Design cac_uart_tx_framer, sky130hd; sources not shown.
Fig. 1: run 1, placement by cell class
The bar under the picture is 20 microns long.
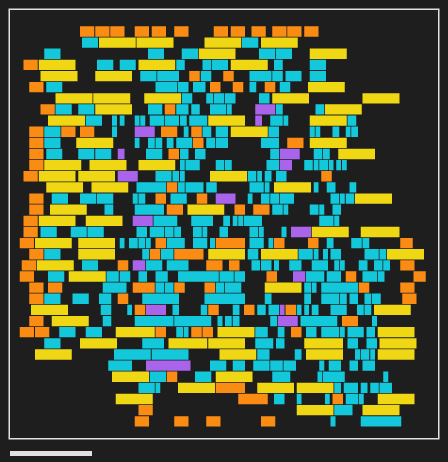
| colour | class | cells |
|---|---|---|
| yellow | flip-flops | 75 |
| purple | clock drivers and dummy loads | 16 |
| orange | other buffers and delay cells | 93 |
| cyan | all other logic | 294 |
Seq/total area: 0.339
CORE AREA: 9770 sq um
row count: 36

Fig. 2: run 1, routing congestion
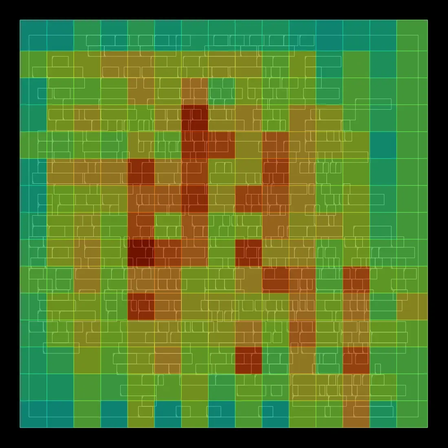
Total GRT Usage: 0.191
GR met1 Demand/Resource: 0.272
GR peak layer: met2
met2 Resource Use GR: 0.303
met3 GRT Util: 0.0281

Fig. 3: run 1, wiring by layer
The bar under the picture is 20 microns long. Only two layers are drawn.
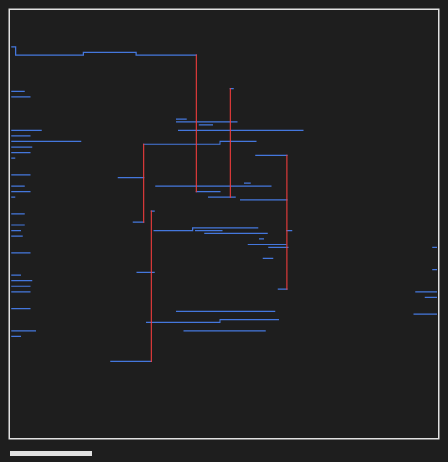
| colour | layer | wire length |
|---|---|---|
| blue | met3 | 472 microns |
| red | met4 | 148 microns |
Wirelength per Cell: 16.6 microns
DR vias: 3308
Post-Route WL: 10.1 mm

==> reports/qor.csv, run 1 <==
metric;value;unit
status;finished clean;
cpMaxStageDelayCell;dfrtp_2;
fmax;509;MHz
hold_viol;0;
ff_type;dfrtp_1;
lay_top_count;dfrtp_1;
die_w;105;microns
antenna_left;0;
holdWs;0.206;ns
place_area;5010;sq um
clk_pin_slew;0.08;ns
yosys_warnings;6;
seq_area_frac_synth;0.465;
instances_no_fill;611;
cts_made_buffers;9;
finClkSkew;0.00822;ns
critical-path-top-delay-family;AND-OR/OR-AND gates;
pre_cts_ws;-0.0519;ns
initCoreUtil;0.414;
viasPerCell;5.41;
required;2.22;ns
fin_util;0.568;
drive_gt1_frac;0.354;
grt_overflow;0;
fin_crit;1.97;ns
edf_count;0;
tool_warnings;38;
crit_path_end_kind;flip-flop;
cts_tree;done;
design_power_total;3.40;mW
finalMaxSlewViolations;0;
slew_headroom;0.646;
async_flop_share;1.00;
setup_viol;0;
clockBufferDepth;2;
io_buffer_count;46;
numSynthFlops;75;
path_buffers;1;
antenna_cells;0;
root_buffer;clkbuf_8;
vdd_drop_max;0.000429;V
largest_reg_flops;32;
cts_sinks;75;
cpPeakStageDelay;0.46;ns
leakagePower;2.47;nW
grt_start_max_net_pins;38;
finalSetupTns;0;ns
h-tree-depth;3;
placedCellCount;580;
most-common-layout-cells;dfrtp_1 (71), clkdlybuf4s50_1 (44), mux2_2 (43), buf_4 (36), nand2_1 (28);
yosys_cells;387;
insertion_delay;0.35;ns
drv_cap;0;
startpoint_type;flip-flop;
dieArea;10900;sq um
grt_pass1_wl;16.7;mm
reg2reg_slack;0.03;ns
rsz0062_at_grt;yes;
syn-num-nets;444;
post-dp-hpwl;7.16;mm
critPathArrivalTime;2.19;ns
gp_congestion;0.814;
drt-initial-drc-count;143;
fin_area;5560;sq um
area_leaders;dfrtp_1 (46%), mux2_2 (13%), ha_1 (4.3%);
yosysChipArea;4040;sq um
die_y;105;microns
holdCritPathClass;in -> async;
first_pass_iters;4;
netlist.area_leader.share;0.458;
worst_slack;0.0341;ns
crit_chain;ha_4 > xor2_4 > buf_12 > nor2_4 > a221o_1 > a32oi_1 > o211ai_1;
nets;530;
crit_type;reg -> reg;
syn_to_final_growth;37.4;%
cp.depth;7;
synth.distinct_cells;54;
-- run 1: layer usage --
metal,vias up,share of wire
li1,1600,-
met1,1615,0.47
met2,80,0.47
met3,13,0.047
met4,0,0.015
met5,-,0
-- run 1: cells in the mapped netlist (3+ instances only) --
library cell / count
a41oi_1: 3
nand3_1: 11
clkbuf_1: 13
or2_2: 3
a21oi_1: 20
nand2_1: 31
a31oi_1: 7
a22o_1: 5
inv_1: 11
a21boi_0: 6
a221o_1: 4
and2_1: 3
nor2_1: 24
o22ai_1: 7
o21ai_0: 18
nor3_1: 3
nor2b_1: 5
buf_2: 3
o211ai_1: 12
nand3b_1: 4
mux2_2: 46
a32oi_1: 3
ha_1: 14
nand2b_1: 11
nor4_1: 8
dfrtp_1: 74
-- run 1: cell type report --
| cell class | count | area [sq um] |
|---|---|---|
| Clock buffer | 9 | 124 |
| Multi-Input combinational cell | 282 | 2370 |
| Fill cell | 873 | 4220 |
| Clock inverter | 7 | 70.1 |
| Tap cell | 133 | 166 |
| Inverter | 12 | 52.6 |
| Timing Repair Buffer | 93 | 891 |
| Sequential cell | 75 | 1880 |
-- run 1: where the power goes --
part	internal (mW)	switching, mW
Combinational	0.272	0.155
Sequential	1.68	0.112
Clock	0.575	0.608
-- run 1: kinds of logic after synthesis --
group | Yosys count | share of synthesized area
mux | 48 | 0.133
buf+inv | 30 | 0.0316
fa+ha+maj | 14 | 0.0433
xor+xnor | 5 | 0.0127
compound gates | 102 | 0.174
simple gates | 113 | 0.141
flops | 75 | 0.465
-- run 1: what timing repair did --
| action | 4_1_cts | 5_1_grt |
|---|---|---|
| endpoints found under the setup margin | 22 | 60 |
| pin swaps | 21 | 12 |
| gates resized | 34 | 25 |
| setup buffers | 12 | 3 |
==> run 2: changes to the inputs <==
--- a/config.mk
+++ b/config.mk
@@ -12,8 +12,8 @@
 export CORE_UTILIZATION = 40
 export CTS_BUF_LIST = sky130_fd_sc_hd__clkbuf_8 sky130_fd_sc_hd__clkbuf_16
 export DETAILED_ROUTE_END_ITERATION = 16
+export MAX_ROUTING_LAYER = met4
 export PLACE_DENSITY = 0.77
-export SETUP_SLACK_MARGIN = 0.3
 export SYNTH_ARGS = -nofsm -noshare
 export SYNTH_HDL_FRONTEND = slang
 export SYNTH_HIERARCHICAL = 1
==> run 2 against run 1 <==
  * Sequential share of layout area grew 1.3 points
  * Sequential power about the same
  * Area after synthesis unchanged
  * Critical path depth unchanged
  * Clock power is 5% higher
  * Die area stayed put
  * Routed wire length is 3.7% lower
  * Final cell count shrank 0.98%
  * Clock skew increased by 0.0030 ns
  * Utilization shrank 2.1 points
  * Highest routed layer unchanged
==> reports/qor.csv, run 2 <==
metric;value;unit;change
fin_util;0.547;;was 0.568
seq_area_frac_synth;0.465;;unchanged
final-comb-area;2230;sq um;was 2370 sq um
p_seq_frac;0.519;;was 0.526
worst_slack;0.0617;ns;was 0.0341 ns
cts_tree;done;;unchanged
initCoreUtil;0.414;;unchanged
placedCellCount;587;;was 580
fin_area;5350;sq um;was 5560 sq um
finalMaxSlewViolations;0;;unchanged
netlist.area_leader.share;0.458;;unchanged
io_buffer_count;46;;unchanged
yosysChipArea;4040;sq um;unchanged
fin_crit;1.94;ns;was 1.97 ns
p_clk_frac;0.362;;was 0.348
drt_wl_total;9.74;mm;was 10.1 mm
worst-path-max-fanout;6;;was 4
grt_overflow;0;;unchanged
root_buffer;clkbuf_8;;unchanged
powerDensity;641;nW/um^2;was 611 nW/um^2
fmax;516;MHz;was 509 MHz
cts_made_buffers;9;;unchanged
antenna_cells;0;;unchanged
p_switching;0.900;mW;was 0.875 mW
finClkSkew;0.0112;ns;was 0.00822 ns
grt_usage;0.188;;was 0.191
h-tree-depth;3;;unchanged
dieArea;10900;sq um;unchanged
die_w;105;microns;unchanged
drv_cap;0;;unchanged
most-common-layout-cells;dfrtp_1 (71), mux2_2 (46), clkdlybuf4s50_1 (46), buf_4 (35), nand2_1 (30);;was dfrtp_1 (71), clkdlybuf4s50_1 (44), mux2_2 (43), buf_4 (36), nand2_1 (28)
antenna_left;0;;unchanged
finalSetupTns;0;ns;unchanged
nets;524;;was 530
drive_gt1_frac;0.303;;was 0.354
status;finished clean;;unchanged
post-dp-hpwl;7.08;mm;was 7.16 mm
ff_type;dfrtp_1;;unchanged
slew_headroom;0.617;;was 0.646
required;2.23;ns;was 2.22 ns
async_flop_share;1.00;;unchanged
regArea;1880;sq um;unchanged
grt_start_max_net_pins;41;;was 38
setup_viol;0;;unchanged
numSynthFlops;75;;unchanged
reg2reg_slack;0.06;ns;was 0.03 ns
syn-num-nets;444;;unchanged
leakagePower;2.40;nW;was 2.47 nW
insertion_delay;0.36;ns;was 0.35 ns
edf_count;0;;unchanged
hold_viol;0;;unchanged
fp-row-count;36;;unchanged
crit_type;reg -> reg;;unchanged
vdd_drop_max;0.000393;V;was 0.000429 V
synth.distinct_cells;54;;unchanged
syn_inst;387;;unchanged
crit_path_end_kind;flip-flop;;unchanged
post-synth-top-count-cell;dfrtp_1;;unchanged
cts_sinks;75;;unchanged
common_cells;dfrtp_1 (74), mux2_2 (46), nand2_1 (31), nor2_1 (24), a21oi_1 (20);;unchanged
syn_avg_cell_area;10.4;sq um;unchanged
grt_pass1_wl;16.1;mm;was 16.7 mm
yosys_cells;387;;unchanged
switching_share;0.262;;was 0.258
tool_warnings;36;;was 38
area_leaders;dfrtp_1 (46%), mux2_2 (13%), ha_1 (4.3%);;unchanged
holdWs;0.251;ns;was 0.206 ns
drt-initial-drc-count;148;;was 143
coreArea;9770;sq um;unchanged
critPathArrivalTime;2.17;ns;was 2.19 ns
die_y;105;microns;unchanged
design_power_total;3.43;mW;was 3.40 mW
clockBufferDepth;2;;unchanged
largest_reg_flops;32;;unchanged
viasPerCell;5.43;;was 5.41
yosys_warnings;6;;unchanged
vias;3283;;was 3308
wl_per_cell;16.1;microns;was 16.6 microns
internal-power;2.53;mW;was 2.52 mW
fill_cells;886;;was 873
syn_to_final_growth;32.3;%;was 37.4%
place_area;4930;sq um;was 5010 sq um
startpoint_type;flip-flop;;unchanged
gp_congestion;0.870;;was 0.814
first_pass_iters;4;;unchanged
holdCritPathClass;in -> async;;unchanged
p_comb_frac;0.119;;was 0.126
rsz0062_at_grt;yes;;unchanged
clk_pin_slew;0.09;ns;was 0.08 ns
pre_cts_ws;-0.0544;ns;was -0.0519 ns
[run 2: cell count changes in the layout (fill, tap and decap cells not counted), sizes merged]
| cell | previous run | this run |
|---|---|---|
| dlygate4sd2 | 2 | 0 |
| clkinv | 6 | 1 |
| inv | 11 | 13 |
| clkinvlp | 1 | 4 |
| buf | 47 | 41 |
| clkdlybuf4s50 | 44 | 46 |
[run 2: logic make-up after synthesis]
family	after synthesis	synth area share
buffers and inverters	30	0.0316
and+or+nand+nor	113	0.141
muxes	48	0.133
xor gates and xnor gates	5	0.0127
adders and majority gates	14	0.0433
DFF	75	0.465
AOI/OAI and AO/OA	102	0.174
[run 2: area by class of cell]
type	count	share of cell area
sequential	75	0.352
clock inverter	7	0.0154
timing repair buffer	87	0.153
clock buffer	9	0.0232
tap	133	0.0311
multi-input combinational	282	0.416
inverter	12	0.00982
[run 2: worst max-delay path, stage by stage, from the launching register on]
cell      delay, ns
dfrtp_2        0.45
ha_4           0.21
xor2_4         0.25
buf_4          0.18
a21oi_1        0.04
o221a_2        0.29
o211ai_1       0.25
a31oi_1        0.12
[run 2: power by group through the flow]
stage	logic [mW]	clock network, mW	registers (mW)
after floorplan	0.225	0	1.77
after global placement	0.391	0	1.80
after detailed placement	0.404	0	1.81
after CTS	0.410	1.26	1.78
after global routing	0.448	1.33	1.80
final	0.408	1.24	1.78
[run 2: what timing repair did]
action / 4_1_cts / 5_1_grt
hold buffers: 0 / 0
gates resized: 9 / 38
setup buffers: 1 / 1
endpoints found under the setup margin: 7 / 16
cloned: 0 / 0
pin swaps: 2 / 4
[run 2: layer usage]
layer / global-route usage / share of wire / vias to the layer above
met1: 0.255 / 0.47 / 1605
met5: - / 0 / -
met2: 0.279 / 0.48 / 76
li1: - / - / 1590
met3: 0.0324 / 0.038 / 12
met4: 0.0763 / 0.015 / 0
Fig. 4: run 2, logic cells by family
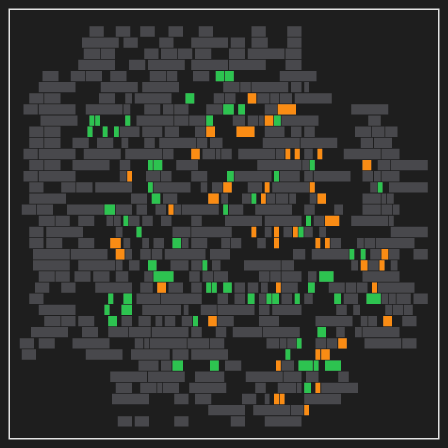
| colour | family | cells |
|---|---|---|
| orange | NOR gates | 43 |
| green | NAND gates | 60 |
Comb area share: 0.416
most numerous logic cell after layout: dfrtp_1
post-route insts no fill: 605

No activity file was given, so power comes from the tool's default toggle rates.
